**src/rtl/fetch_bundle_unpacker_if.sv**
```systemverilog
// rtl/fetch_bundle_unpacker_if.sv - fetch bundle in / instruction out handshake bundle
interface fetch_bundle_unpacker_if #(
  parameter int PC_WD = 32
);
  // Bundle side (I-cache / fetch stage to unpacker)
  logic             bundle_valid_i;
  logic             bundle_ready_o;
  logic [127:0]     bundle_i;
  logic [PC_WD-1:0] bundle_pc_i;
  logic [1:0]       bundle_start_i;

  // Instruction side (unpacker to decode)
  logic             inst_valid_o;
  logic             inst_ready_i;
  logic [31:0]      inst_o;
  logic [PC_WD-1:0] inst_pc_o;

  // Fetch stage and decode: drive bundles and ready, observe instructions
  modport master (
    output bundle_valid_i, bundle_i, bundle_pc_i, bundle_start_i, inst_ready_i,
    input  bundle_ready_o, inst_valid_o, inst_o, inst_pc_o
  );

  // Unpacker
  modport slave (
    input  bundle_valid_i, bundle_i, bundle_pc_i, bundle_start_i, inst_ready_i,
    output bundle_ready_o, inst_valid_o, inst_o, inst_pc_o
  );
endinterface

```
**src/rtl/fetch_bundle_unpacker.sv**
```systemverilog
// rtl/fetch_bundle_unpacker.sv - bundle FIFO emitting one instruction per cycle (optional FETCH_BUF_BYPASS_EN)
module fetch_bundle_unpacker #(
  parameter int DEPTH = 4,
  parameter int PC_WD = 32
) (
  input  logic                       clk,
  input  logic                       rst,
  input  logic                       flush_i,
  fetch_bundle_unpacker_if.slave     bus,
  output logic [$clog2(DEPTH+1)-1:0] count_o
);

  localparam int PTR_WD = $clog2(DEPTH);
  localparam int CNT_WD = $clog2(DEPTH+1);

  // Entry storage: bundle, aligned PC, next slot to emit
  logic [127:0]       r_data [DEPTH];
  logic [PC_WD-1:0]   r_pc   [DEPTH];
  logic [1:0]         r_slot [DEPTH];

  logic [PTR_WD-1:0]  r_head;
  logic [PTR_WD-1:0]  r_tail;
  logic [CNT_WD-1:0]  r_count;

  logic [127:0]       w_head_data;
  logic [PC_WD-1:0]   w_head_pc;
  logic [1:0]         w_head_slot;
  logic [31:0]        w_fifo_inst;
  logic [PC_WD-1:0]   w_fifo_pc;
  logic               w_fifo_valid;
  logic               w_full;
  logic               w_push;
  logic               w_pop_fifo;
  logic               w_pop_last;
  logic               w_wr_en;
  logic [1:0]         w_wr_slot;
  logic [PC_WD-1:0]   w_bundle_pc_al;
  logic [3:0]         w_unused_pc_lo;

  assign w_head_data    = r_data[r_head];
  assign w_head_pc      = r_pc[r_head];
  assign w_head_slot    = r_slot[r_head];
  assign w_fifo_inst    = w_head_data[{w_head_slot, 5'b0} +: 32];
  assign w_fifo_pc      = w_head_pc + {{(PC_WD-4){1'b0}}, w_head_slot, 2'b00};

  assign w_fifo_valid   = (r_count != '0);
  // Ready depends only on registered occupancy; a same-cycle pop never raises it
  assign w_full         = (r_count >= CNT_WD'(DEPTH));
  assign w_push         = bus.bundle_valid_i && !w_full && !flush_i;
  assign w_pop_fifo     = w_fifo_valid && bus.inst_ready_i && !flush_i;
  assign w_pop_last     = w_pop_fifo && (w_head_slot == 2'd3);

  // Slot-0 PC is 16-byte aligned; the low nibble is deliberately dropped
  assign w_bundle_pc_al = {bus.bundle_pc_i[PC_WD-1:4], 4'b0000};
  assign w_unused_pc_lo = bus.bundle_pc_i[3:0];

`ifdef FETCH_BUF_BYPASS_EN
  logic w_bypass;
  logic w_byp_take;

  // Empty FIFO: the incoming bundle's first slot is presented straight to decode
  assign w_bypass   = !w_fifo_valid && w_push;
  assign w_byp_take = w_bypass && bus.inst_ready_i;
  // A consumed start slot advances the stored slot; a bundle holding only slot 3 is never stored
  assign w_wr_en    = w_push && !(w_byp_take && (bus.bundle_start_i == 2'd3));
  assign w_wr_slot  = w_byp_take ? (bus.bundle_start_i + 2'd1) : bus.bundle_start_i;

  assign bus.inst_valid_o = w_fifo_valid || w_bypass;
  assign bus.inst_o       = w_bypass ? bus.bundle_i[{bus.bundle_start_i, 5'b0} +: 32] : w_fifo_inst;
  assign bus.inst_pc_o    = w_bypass ? (w_bundle_pc_al + {{(PC_WD-4){1'b0}}, bus.bundle_start_i, 2'b00})
                                     : w_fifo_pc;
`else
  assign w_wr_en    = w_push;
  assign w_wr_slot  = bus.bundle_start_i;

  assign bus.inst_valid_o = w_fifo_valid;
  assign bus.inst_o       = w_fifo_inst;
  assign bus.inst_pc_o    = w_fifo_pc;
`endif

  assign bus.bundle_ready_o = !w_full;
  assign count_o            = r_count;

  // Pointers and occupancy; flush empties the FIFO and drops any same-cycle push/pop
  always_ff @(posedge clk or posedge rst) begin
    if (rst) begin
      r_head  <= '0;
      r_tail  <= '0;
      r_count <= '0;
    end else if (flush_i) begin
      r_head  <= '0;
      r_tail  <= '0;
      r_count <= '0;
    end else begin
      if (w_wr_en) begin
        r_tail <= r_tail + PTR_WD'(1);
      end
      if (w_pop_last) begin
        r_head <= r_head + PTR_WD'(1);
      end
      case ({w_wr_en, w_pop_last})
        2'b10:   r_count <= r_count + CNT_WD'(1);
        2'b01:   r_count <= r_count - CNT_WD'(1);
        default: r_count <= r_count;
      endcase
    end
  end

  // Entry contents: write the tail on push, step the head slot on a non-final pop
  always_ff @(posedge clk or posedge rst) begin
    if (rst) begin
      for (int i = 0; i < DEPTH; i++) begin
        r_data[i] <= '0;
        r_pc[i]   <= '0;
        r_slot[i] <= '0;
      end
    end else begin
      if (w_wr_en) begin
        r_data[r_tail] <= bus.bundle_i;
        r_pc[r_tail]   <= w_bundle_pc_al;
        r_slot[r_tail] <= w_wr_slot;
      end
      if (w_pop_fifo && !w_pop_last) begin
        r_slot[r_head] <= w_head_slot + 2'd1;
      end
    end
  end

endmodule

```
**src/flat_wrapper.sv**
```systemverilog
// flat-port wrapper written by rule: the top's interface ports become plain ports
module fetch_bundle_unpacker_flat 
#(
  parameter int DEPTH = 4,
  parameter int PC_WD = 32
)
  (clk, rst, flush_i, count_o, bus_bundle_valid_i, bus_bundle_i, bus_bundle_pc_i, bus_bundle_start_i, bus_inst_ready_i, bus_bundle_ready_o, bus_inst_valid_o, bus_inst_o, bus_inst_pc_o);
  fetch_bundle_unpacker_if #(.PC_WD(PC_WD)) bus_i ();
  input  logic clk;
  input  logic rst;
  input  logic flush_i;
  output logic [$clog2(DEPTH+1)-1:0] count_o;
  input wire logic [$bits(bus_i.bundle_valid_i)-1:0] bus_bundle_valid_i;
  input wire logic [$bits(bus_i.bundle_i)-1:0] bus_bundle_i;
  input wire logic [$bits(bus_i.bundle_pc_i)-1:0] bus_bundle_pc_i;
  input wire logic [$bits(bus_i.bundle_start_i)-1:0] bus_bundle_start_i;
  input wire logic [$bits(bus_i.inst_ready_i)-1:0] bus_inst_ready_i;
  output wire logic [$bits(bus_i.bundle_ready_o)-1:0] bus_bundle_ready_o;
  output wire logic [$bits(bus_i.inst_valid_o)-1:0] bus_inst_valid_o;
  output wire logic [$bits(bus_i.inst_o)-1:0] bus_inst_o;
  output wire logic [$bits(bus_i.inst_pc_o)-1:0] bus_inst_pc_o;
  assign bus_i.bundle_valid_i = bus_bundle_valid_i;
  assign bus_i.bundle_i = bus_bundle_i;
  assign bus_i.bundle_pc_i = bus_bundle_pc_i;
  assign bus_i.bundle_start_i = bus_bundle_start_i;
  assign bus_i.inst_ready_i = bus_inst_ready_i;
  assign bus_bundle_ready_o = bus_i.bundle_ready_o;
  assign bus_inst_valid_o = bus_i.inst_valid_o;
  assign bus_inst_o = bus_i.inst_o;
  assign bus_inst_pc_o = bus_i.inst_pc_o;
  fetch_bundle_unpacker #(.DEPTH(DEPTH), .PC_WD(PC_WD)) u_core (.clk(clk), .rst(rst), .flush_i(flush_i), .bus(bus_i), .count_o(count_o));
endmodule
```
**config.mk**
```make
export PLATFORM = sky130hd
export DESIGN_NAME = fetch_bundle_unpacker_flat
export DESIGN_NICKNAME = d
export VERILOG_FILES = /design/src/rtl/fetch_bundle_unpacker_if.sv /design/src/rtl/fetch_bundle_unpacker.sv /design/src/flat_wrapper.sv
export SDC_FILE = /design/constraint.sdc
export NUM_CORES = 1
export LEC_CHECK = 0
export CAP_MARGIN = 25
export CORE_ASPECT_RATIO = 0.75
export CORE_MARGIN = 4
export CORE_UTILIZATION = 50
export DETAILED_ROUTE_END_ITERATION = 10
export PLACE_DENSITY = 0.69
export SETUP_SLACK_MARGIN = 0.05
export SLEW_MARGIN = 20
export SYNTH_ARGS = -nofsm -noshare
export SYNTH_HDL_FRONTEND = slang
export SYNTH_SLANG_ARGS = --single-unit
```
**constraint.sdc**
```tcl
create_clock -name clk -period 24.8 [get_ports clk]
set_input_delay 4.96 -clock clk [delete_from_list [all_inputs] [get_ports clk]]
set_output_delay 4.96 -clock clk [all_outputs]
set_load 0.01 [all_outputs]
```
==> images/flops_by_reg.png <==
Scale bar: 100 um. Other sequential cells in the stronger gray, the rest of the logic in the fainter gray.
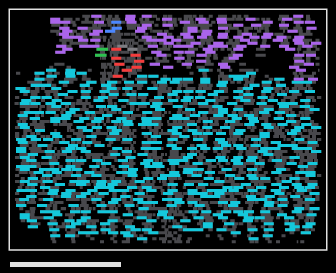
Key: u_core.r_slot = red [flops 8]; u_core.r_data = cyan [flops 512]; u_core.r_head = green [flops 2]; u_core.r_pc = purple [flops 112, where a band across the top]; u_core.count_o = blue [flops 3]

==> images/placement_by_type.png <==
Scale bar: 100 um.
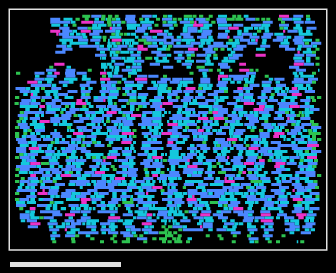
Key: combinational and other logic = cyan [cells 978]; clock drivers and dummy loads = magenta [cells 112]; other buffers and delay cells = green [cells 258]; flops = blue [cells 639]

==> results.txt <==
Summary of the current implementation state.

- The count of library flops with an enable pin is 0, for reference.
- The average instance area after synthesis is 16.6 um2, for reference.
- Ranked by flip-flop count, first place goes to u_core.r_data.
- The flow reports that combinational logic draws 30.9% of the design power.
- For reference, the critical path is launched at u_core.r_head[0].
- The worst-case IR drop observed on VDD is 0.0633 mV.
- Per the area breakdown, the dominant cell category is sequential cells.
- The signal on the critical path passes through buf_12 -> buf_4 -> mux4_2 -> a211oi_1 -> a21oi_1 -> clkdlybuf4s50_1.
- The clock reaches the later pin of the worst-skew pair after 0.63 ns.
- Hold analysis shows the worst path with a depth of 1.
- The least setup slack across all paths after layout is 14.77 ns, for reference.
- According to the floorplan report, the die height is 216 um.
- The number of multi-input combinational cells is 972, for reference.
- Per the post-route antenna check, the number of violating nets is 0.
- In the final report, the number of endpoints failing setup comes to 0.
- The depth of the worst register-to-register path is 8, for reference.
- For this design, Yosys synthesis ends with a cell count of 1745.
- The sequential standard cell area is 16000 um2, for reference.
- Measured on the finished design, the core utilization comes to 58.9%.
- The number of H-tree levels is 2, for reference.
- The maximum clock path buffer count is 3, for reference.
- For this design, the CTS-stage hold fixing added 0 buffers.
- Yosys reports that the most numerous cell types are dfrtp_1, mux2_2, mux4_2.
- In the layout the commonest cells are dfrtp_1, mux2_2, clkdlybuf4s50_1, mux4_2, clkbuf_16.
- The number of input and output port buffers inserted is 229, for reference.
- The met3 wirelength from detailed routing is 3350 um, for reference.
- The number of global-route vias before repair is 17.5k, for reference.
- The uppermost layer routed is met5, for reference.
- The registers of the reported paths see a clock transition of 0.06 ns.
- The warning count from the yosys run is 0, for reference.
- The share of the cycle needed by the critical path after routing is 40.4%, for reference.
- The leakage power summed over all cells is 14.1 nW, for reference.
- The top cell type by instance count after synthesis is dfrtp_1, for reference.
- Per the cell usage report, the commonest logic cell in the layout is dfrtp_1.
- Per the breakdown, switching nets consume 29.0% of all power.
- The async set-or-reset flop fraction in the synthesized netlist is 100%, for reference.
- Across all register-to-register paths, the minimum setup slack is 20.41 ns.
- The count of standard-cell rows is 76, for reference.
- The number of buffer and inverter instances along the worst setup path is 3, for reference.
- The slew at the pin with the worst max-slew slack is 1.23 ns, for reference.
- The area of the die is 61900 um2, for reference.
- After Yosys synthesis, and, or, nand and nor cells account for 1.26% of the synthesized area.
- Setup repair after global routing left no endpoint under its margin.
- The highest-power group is registers, for reference.
- After layout the clock buffers and inverters come to 6.09% of cell area.
- On the final layout, the worst clock skew is 0.0231 ns.
- The placed standard-cell area is 31600 um2, for reference.
- The worst hold path endpoint is u_core.r_pc[48], for reference.
- Combinational cells consume a total of 0.00115 W.
- The relative max-transition margin is 17.8%, for reference.
- For this floorplan the total number of well-tap instances is 780.
- The number of placed instances, taps included is 2651, for reference.
- The maximum single-stage delay on the critical path is 0.87 ns, for reference.
- The first-pass iteration count of the detailed router is 5, for reference.
- The fraction of area in multi-input gates is 35.8%, for reference.
- In this run the standard cell core region covers 57300 um2.
- The met2 routing resource usage after global routing is 36.9%, for reference.
- The clock network power share is 25.5%, for reference.
- The number of non-clock buffers in the layout is 258, for reference.
- The number of filler cells placed in the layout is 4388, for reference.
- The library cell occupying the most area in the post-synthesis netlist is dfrtp_1, for reference.
- The final antenna diode tally reported by the flow is 8.
- The data arrival time of the critical path is 5.07 ns, for reference.
- In this run the tools logged warnings totalling 42.
- The dominant kind of combinational cell is multiplexers, for reference.
- The post-CTS resize count is 0, for reference.
- After synthesis the netlist holds a flip-flop and latch count of 639.
- The critical-path cell with the highest stage delay is dfrtp_4, for reference.
- After clock tree synthesis, the setup repair step added 0 buffers.
- Looking at the global route congestion table, the highest-usage layer is met2.
- Summed over all nets, wire length on met2 after detailed routing comes to 33400 um.
- The register with the most flip-flops in the layout has 512 of them.
- The run finished with clean final reports.
- The post-route cell area is 33800 um2, for reference.
- The largest registers in the layout are u_core.r_data: 512 flops, u_core.r_pc: 112 flops, u_core.r_slot: 8 flops.
- Power attributed to sequential cells is 0.00162 W.
- The script computed a power per unit cell area of 110 nW/um2.
- The number of unique standard cell types used by synthesis is 34, for reference.
- The routed wirelength on the met1 layer is recorded as 30700 um.
- For this run, design rule violations remaining after detail routing come to 0.
- Global routing consumed, on the met1 layer, 31.4% of the routing resources.
- The die extent in x is 286 um, for reference.
- The wire length of the first global-routing pass is 107000 um, for reference.
- The worst hold path begins at u_core.r_pc[48].
- The number of DRC markers in iteration 0 is 783, for reference.
- The global route stage reports its total congestion overflow as 0.
- The largest net degree at the start of global routing is 184, for reference.
- The startpoint-to-endpoint class of the critical path is flop to output port, for reference.
- The post-synthesis adder-cell area fraction is 0.458%, for reference.
- Following the worst setup path forward leads to its endpoint at bus_inst_o[3].
Power is estimated from default activity; no workload was simulated.
